$ cat src/rtl/alu_seq_nb.sv
// alu_seq_nb: registered N-bit sequential ALU with an accumulator and status flags.
// Most operations finish in one accept cycle. MUL runs a WIDTH-step shift-add
// loop in the BUSY state. During that loop the ALU refuses new requests.
module alu_seq_nb #(
  parameter int WIDTH = 4
) (
  input  logic             iClk,
  input  logic             iRst,
  input  logic             iValid,
  output logic             oReady,
  input  logic [WIDTH-1:0] iA,
  input  logic [WIDTH-1:0] iB,
  input  logic             iCB_in,
  input  logic [3:0]       iMode,
  input  logic             iUseAcc,
  output logic [WIDTH-1:0] oResult,
  output logic [WIDTH-1:0] oResultHi,
  output logic             oCB_out,
  output logic             oZero,
  output logic             oNeg,
  output logic             oOvf,
  output logic             oValid
);

  localparam int MSB = WIDTH - 1;
  localparam int CW  = $clog2(WIDTH + 1);

  localparam logic [3:0] OP_ADD  = 4'b0000;
  localparam logic [3:0] OP_SUB  = 4'b0001;
  localparam logic [3:0] OP_AND  = 4'b0010;
  localparam logic [3:0] OP_OR   = 4'b0011;
  localparam logic [3:0] OP_XOR  = 4'b0100;
  localparam logic [3:0] OP_NOT  = 4'b0101;
  localparam logic [3:0] OP_INC  = 4'b0110;
  localparam logic [3:0] OP_DEC  = 4'b0111;
  localparam logic [3:0] OP_SHL  = 4'b1000;
  localparam logic [3:0] OP_SHR  = 4'b1001;
  localparam logic [3:0] OP_MUL  = 4'b1010;
  localparam logic [3:0] OP_CMP  = 4'b1011;
  localparam logic [3:0] OP_LOAD = 4'b1100;

  typedef enum logic {
    IDLE,
    BUSY
  } state_t;

  state_t state_q, state_d;

  logic [WIDTH-1:0] acc_q;
  logic [WIDTH-1:0] result_q;
  logic [WIDTH-1:0] resultHi_q;
  logic             cb_q;
  logic             zero_q;
  logic             neg_q;
  logic             ovf_q;
  logic             valid_q;

  logic [WIDTH-1:0] mulA_q;
  logic [WIDTH-1:0] prodHi_q;
  logic [WIDTH-1:0] prodLo_q;
  logic [CW-1:0]    cnt_q;

  logic             accept;
  logic             isMul;
  logic             isCmp;
  logic             isReserved;
  logic             lastStep;

  logic [WIDTH-1:0] opA;
  logic [WIDTH:0]   cinExt;
  logic [WIDTH:0]   sumExt;
  logic [WIDTH:0]   diffExt;
  logic [WIDTH:0]   incExt;
  logic [WIDTH:0]   decExt;
  logic [WIDTH-1:0] opRes;
  logic             opCb;
  logic             opOvf;

  logic [WIDTH:0]   mulSum;
  logic [WIDTH-1:0] stepHi;
  logic [WIDTH-1:0] stepLo;

  // A request is taken only in IDLE. A request on a reset edge is dropped.
  always_comb begin
    accept     = iValid && (state_q == IDLE) && !iRst;
    isMul      = (iMode == OP_MUL);
    isCmp      = (iMode == OP_CMP);
    isReserved = (iMode > OP_LOAD);
    lastStep   = (cnt_q == CW'(WIDTH - 1));
  end

  // Single-cycle operation results, computed from the operands being accepted.
  always_comb begin
    opA     = iUseAcc ? acc_q : iA;
    cinExt  = {{WIDTH{1'b0}}, iCB_in};
    sumExt  = {1'b0, opA} + {1'b0, iB} + cinExt;
    diffExt = {1'b0, opA} - {1'b0, iB} - cinExt;
    incExt  = {1'b0, opA} + {{WIDTH{1'b0}}, 1'b1};
    decExt  = {1'b0, opA} - {{WIDTH{1'b0}}, 1'b1};
    opRes   = '0;
    opCb    = 1'b0;
    opOvf   = 1'b0;
    case (iMode)
      OP_ADD: begin
        opRes = sumExt[WIDTH-1:0];
        opCb  = sumExt[WIDTH];
        opOvf = (opA[MSB] == iB[MSB]) && (sumExt[MSB] != opA[MSB]);
      end
      OP_SUB, OP_CMP: begin
        opRes = diffExt[WIDTH-1:0];
        opCb  = diffExt[WIDTH];
        opOvf = (opA[MSB] != iB[MSB]) && (diffExt[MSB] != opA[MSB]);
      end
      OP_AND: opRes = opA & iB;
      OP_OR:  opRes = opA | iB;
      OP_XOR: opRes = opA ^ iB;
      OP_NOT: opRes = ~opA;
      OP_INC: begin
        opRes = incExt[WIDTH-1:0];
        opCb  = incExt[WIDTH];
        opOvf = !opA[MSB] && incExt[MSB];
      end
      OP_DEC: begin
        opRes = decExt[WIDTH-1:0];
        opCb  = decExt[WIDTH];
        opOvf = opA[MSB] && !decExt[MSB];
      end
      OP_SHL: begin
        opRes = {opA[WIDTH-2:0], iCB_in};
        opCb  = opA[MSB];
      end
      OP_SHR: begin
        opRes = {iCB_in, opA[WIDTH-1:1]};
        opCb  = opA[0];
      end
      OP_LOAD: opRes = iB;
      default: begin
        opRes = '0;
        opCb  = 1'b0;
        opOvf = 1'b0;
      end
    endcase
  end

  // One shift-add multiply step. If the multiplier LSB is set, add the
  // multiplicand into the high half, then shift the whole product right.
  always_comb begin
    mulSum = {1'b0, prodHi_q} + (prodLo_q[0] ? {1'b0, mulA_q} : '0);
    stepHi = mulSum[WIDTH:1];
    stepLo = {mulSum[0], prodLo_q[WIDTH-1:1]};
  end

  // State register.
  always_ff @(posedge iClk) begin
    if (iRst) state_q <= IDLE;
    else      state_q <= state_d;
  end

  // Next-state logic. Only MUL leaves IDLE. BUSY ends after the last step.
  always_comb begin
    state_d = state_q;
    case (state_q)
      IDLE:    if (accept && isMul) state_d = BUSY;
      BUSY:    if (lastStep)        state_d = IDLE;
      default: state_d = IDLE;
    endcase
  end

  // Ready output. Reset forces ready high even when a multiply is in flight.
  always_comb begin
    oReady = (state_q == IDLE) || iRst;
  end

  // Datapath registers: outputs, flags, accumulator and multiply working state.
  always_ff @(posedge iClk) begin
    if (iRst) begin
      acc_q      <= '0;
      result_q   <= '0;
      resultHi_q <= '0;
      cb_q       <= 1'b0;
      zero_q     <= 1'b0;
      neg_q      <= 1'b0;
      ovf_q      <= 1'b0;
      valid_q    <= 1'b0;
      mulA_q     <= '0;
      prodHi_q   <= '0;
      prodLo_q   <= '0;
      cnt_q      <= '0;
    end else begin
      valid_q <= 1'b0;
      if (accept) begin
        if (isMul) begin
          mulA_q   <= opA;
          prodHi_q <= '0;
          prodLo_q <= iB;
          cnt_q    <= '0;
        end else if (isReserved) begin
          valid_q <= 1'b1;
        end else begin
          valid_q <= 1'b1;
          cb_q    <= opCb;
          zero_q  <= (opRes == '0);
          neg_q   <= opRes[MSB];
          ovf_q   <= opOvf;
          if (!isCmp) begin
            result_q   <= opRes;
            resultHi_q <= '0;
            acc_q      <= opRes;
          end
        end
      end else if (state_q == BUSY) begin
        prodHi_q <= stepHi;
        prodLo_q <= stepLo;
        cnt_q    <= cnt_q + CW'(1);
        if (lastStep) begin
          valid_q    <= 1'b1;
          result_q   <= stepLo;
          resultHi_q <= stepHi;
          acc_q      <= stepLo;
          cb_q       <= (stepHi != '0);
          zero_q     <= ({stepHi, stepLo} == '0);
          neg_q      <= stepHi[MSB];
          ovf_q      <= 1'b0;
        end
      end
    end
  end

  // Drive the output ports from the registers.
  always_comb begin
    oResult   = result_q;
    oResultHi = resultHi_q;
    oCB_out   = cb_q;
    oZero     = zero_q;
    oNeg      = neg_q;
    oOvf      = ovf_q;
    oValid    = valid_q;
  end

endmodule

$ cat config.mk
export PLATFORM = sky130hd
export DESIGN_NAME = alu_seq_nb
export DESIGN_NICKNAME = d
export VERILOG_FILES = /design/src/rtl/alu_seq_nb.sv
export SDC_FILE = /design/constraint.sdc
export NUM_CORES = 1
export LEC_CHECK = 0
export ABC_CLOCK_PERIOD_IN_PS = 7700
export CAP_MARGIN = 10
export CORE_MARGIN = 2
export CORE_UTILIZATION = 40
export DETAILED_ROUTE_END_ITERATION = 10
export HOLD_SLACK_MARGIN = 0.03
export PLACE_DENSITY = 0.6
export SLEW_MARGIN = 20
export SYNTH_ARGS = -nofsm -noshare
export SYNTH_HDL_FRONTEND = slang
export SYNTH_SLANG_ARGS = --single-unit
$ cat constraint.sdc
create_clock -name iClk -period 7.7 [get_ports iClk]
set_input_delay 0.77 -clock iClk [delete_from_list [all_inputs] [get_ports iClk]]
set_output_delay 0.77 -clock iClk [all_outputs]
set_load 0.01 [all_outputs]
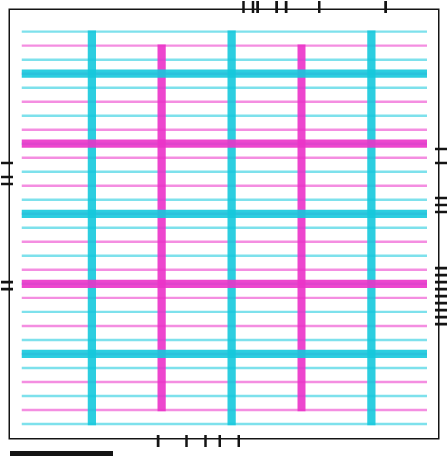
(run_1/floorplan.png)
The bar under the picture is 20 um long. Pins as bars on the die edge.
- magenta: VDD
- cyan: VSS
- signal pins: 31
- met4 straps: 5
core area: 5990 sq um
peak supply drop: 0.0840 mV
Vert. Die Dim: 83.1 um
Die W: 83.1 um

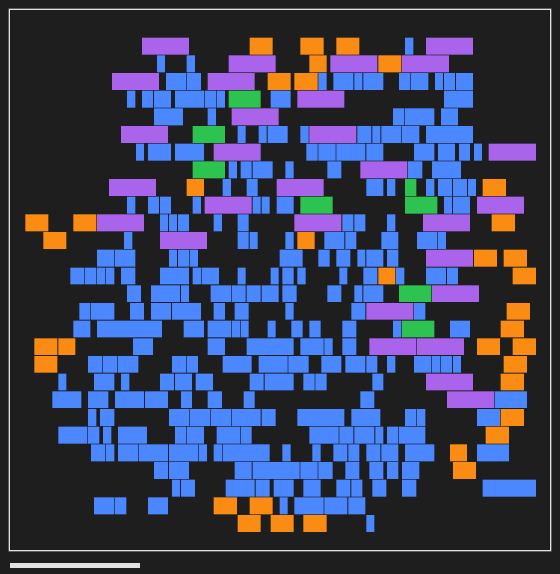
(run_1/class_map.png)
The bar under the picture is 20 um long.
- orange: remaining buffers and delay cells (cells 36)
- blue: remaining logic cells (cells 262)
- green: clock drivers and dummy loads (cells 8)
- purple: registers (cells 29)
final core utilization: 49.5%
fin area: 2960 sq um
Seq/total area: 19.6%
# rows: 28

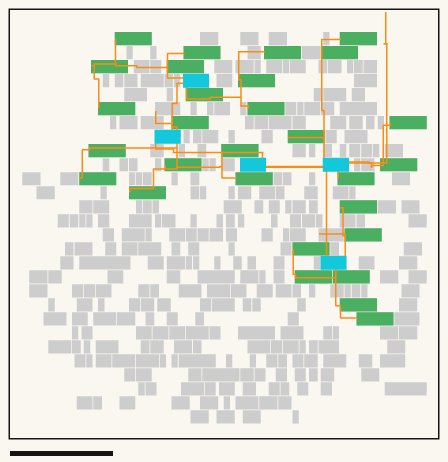
(run_1/clock_wires.png)
The bar under the picture is 20 um long.
- green: flip-flops (count 29)
- cyan: clock-net drivers (count 5)
- orange: clock wires (length 390 um)
- routed clock nets: 6
clock skew: 0.00455 ns
Clock Latency Late Sink: 0.27 ns

==> flow_metrics.tcl, run 1 <==
# flow metrics
set metrics [dict create \
    status "finished clean" \
    lay_top_count "nor2_1" \
    maxPowerGroup "sequential cells" \
    dp.final_hpwl_um 4970 \
    post-route-period-util_pct 54.8 \
    worst_slack_ns 3.48 \
    seqPwrFrac_pct 38.8 \
    via_per_inst 5.65 \
    n_all_inverters 17 \
    use_met3_pct 2.88 \
    hold_buffers 0 \
    p_switching_w 0.000118 \
    finalSetupViolations 0 \
    cts_buffer_depth 2 \
    grt_max_degree 31 \
    crit_family "buffers and inverters" \
    ys_area_sq_um 2500 \
    topCellsByArea "dfxtp_1 23%, ha_1 11%, a21oi_1 5.6%" \
    cts_resized 0 \
    pre_cts_ws_ns 3.20 \
    path_max_fanout 9 \
    tightest_slew_ns 0.835 \
    portBuffers 30 \
    synth.cellmix.compoundShare_pct 24.3 \
    hp-start "oNeg" \
    nMultiInputCombCells 245 \
    buffers 36 \
    ys_top_logic_family "simple AND/OR/NAND/NOR gates" \
    io_pins 31 \
    regArea_sq_um 581 \
    cts_htree_levels 2 \
    antenna_found_initial 0 \
    wl_met3_um 212 \
    cpMaxStageDelayCell "mux2i_1" \
    min_period_ns 4.22 \
    clk-power_w 0.000136 \
    dp.cells 402 \
    crit_start "iUseAcc" \
    path_cells "clkdlybuf4s50_1 -> mux2i_1 -> inv_1 -> fa_1 -> fa_1 -> or2_2 -> a21oi_1 -> xor2_1 -> a22oi_1 -> a31oi_1 -> a31o_2" \
    r2r_setup_slack_ns 4.41 \
    gp_congestion 0.904 \
    crit_cells 11 \
    clock.fmax_mhz 237 \
    crit_buf_inv 2 \
    yosysMostFrequentCell "nor2_1" \
    drv_slew 0 \
    slew_headroom_pct 44.2 \
    clock_sinks 29 \
    detail_route.wirelength.met1_um 3470 \
    yosys-mux-area-fraction_pct 4.00 \
    rr_startpoint "oResult[0]" \
    n_fill_cell 578 \
    grt_pass1_wl_um 11400 \
    sw_frac_of_total_pct 29.7 \
    yosys.area.top_type_share_pct 23.2 \
    crit_path_end_kind "flip-flop" \
    reg2reg_depth 10 \
    arrival_ns 4.39 \
    layout_top_cells_excl_fill_tap "32 x nor2_1, 30 x clkdlybuf4s50_1, 29 x dfxtp_1" \
    drt-pass1-iter-count 4 \
    simple_gate_share_pct 24.5 \
    p_total_w 0.000398 \
    critPathMaxStageDelay_ns 0.70 \
    via_count 2317 \
    ys_types 58 \
    grtUsageMet2_pct 32.0 \
    top_area_cell "dfxtp_1" \
    drive_gt1_share_pct 9.25 \
    wire_per_inst_um 16.6 \
    non_clock_buffer_area_share_pct 11.7 \
    drt_iter0_markers 84 \
    startpoint_type "input pin" \
    grt.total_usage_pct 20.2 \
    ys_async_sr_fraction_pct 0 \
    sh_comb_area_pct 59.9 \
    nets 378 \
    leakage_nw 1.21 \
    route.met2.wl_um 3090 \
    flops 29 \
    internal-power_w 0.000279 \
    yosysCellCount 309 \
    ys_seq_share_pct 23.2 \
    hold_viol 0 \
    chipArea_sq_um 6900 \
    syn_avg_cell_area_sq_um 8.09 \
    crit_type "input pin to flip-flop" \
    grt-busiest-layer "met2" \
    cts_tree "built" \
    clockPowerShare_pct 34.2 \
    max-cap-violations 0 \
]
==> run_1/layers.png <==
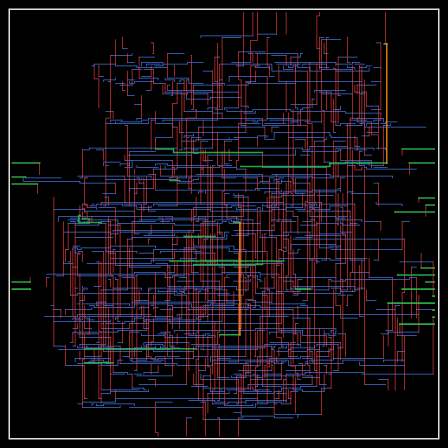

==> run 1 -> run 2 <==
ABC_CLOCK_PERIOD_IN_PS = 3900   (was 7700)
clock period = 3.9 ns   (was 7.7 ns; I/O delays follow)
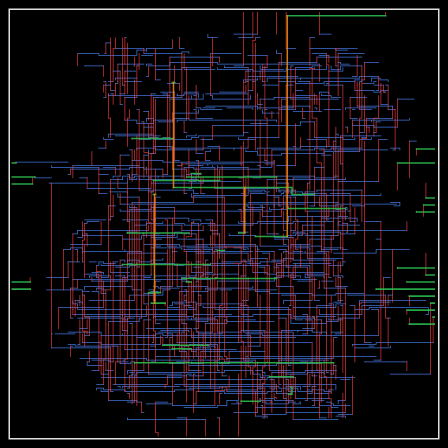
(run_2/layers.png)
- blue: M1 (wire length 3490 um)
- red: M2 (wire length 3120 um)
- orange: M4 (wire length 93.2 um)
- green: M3 (wire length 298 um)
Final Routed Wirelength: 7000 um
GRT Resource Usage Total: 20.9%
vias: 2359
routed length per instance: 16.8 um

==> run 2 against run 1 <==
Setup slack lost 2.9 ns. Area after synthesis is the same. Power grew 100%. Clock power grew 100%. First-iteration DRC count grew 90%. Design area grew 1.5%. Critical path depth is the same.
==> flow_metrics.tcl, run 2 <==
# flow metrics
set metrics [dict create \
    status "finished clean" \
    ys_area_sq_um 2500 \
    ys_async_sr_fraction_pct 0 \
    n_all_inverters 17 \
    yosys.area.top_type_share_pct 23.2 \
    internal-power_w 0.000556 \
    path_max_fanout 9 \
    clock_sinks 29 \
    final_util_pct 50.2 \
    hp-start "oNeg" \
    finalSetupViolations 0 \
    antenna_found_initial 0 \
    cts_tree "built" \
    design_area_sq_um 3010 \
    crit_type "input pin to flip-flop" \
    wl_met3_um 297 \
    p_switching_w 0.000241 \
    clockPowerShare_pct 34.3 \
    rows 28 \
    dp.cells 408 \
    drt-pass1-iter-count 4 \
    critPathMaxStageDelay_ns 0.67 \
    maxPowerGroup "sequential cells" \
    crit_family "simple AND/OR/NAND/NOR gates" \
    grt_max_degree 24 \
    yosys-mux-area-fraction_pct 4.00 \
    drt_iter0_markers 160 \
    p_total_w 0.000796 \
    clk_latency_ns 0.28 \
    grt_pass1_wl_um 11700 \
    cts_htree_levels 2 \
    hold_buffers 0 \
    rr_startpoint "oResult[1]" \
    sw_frac_of_total_pct 30.2 \
    vdd_ir_drop_max_mv 0.155 \
    r2r_setup_slack_ns 1.11 \
    clk-power_w 0.000273 \
]
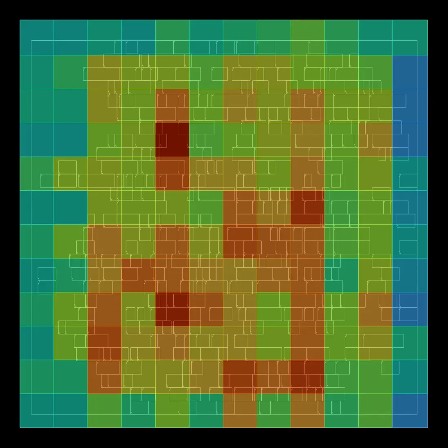
(run_2/congestion_map.png)
gr busiest metal: met2
met2 usage: 32.8%
met1 Use GR: 29.4%

Power and IR drop assume default switching activity.
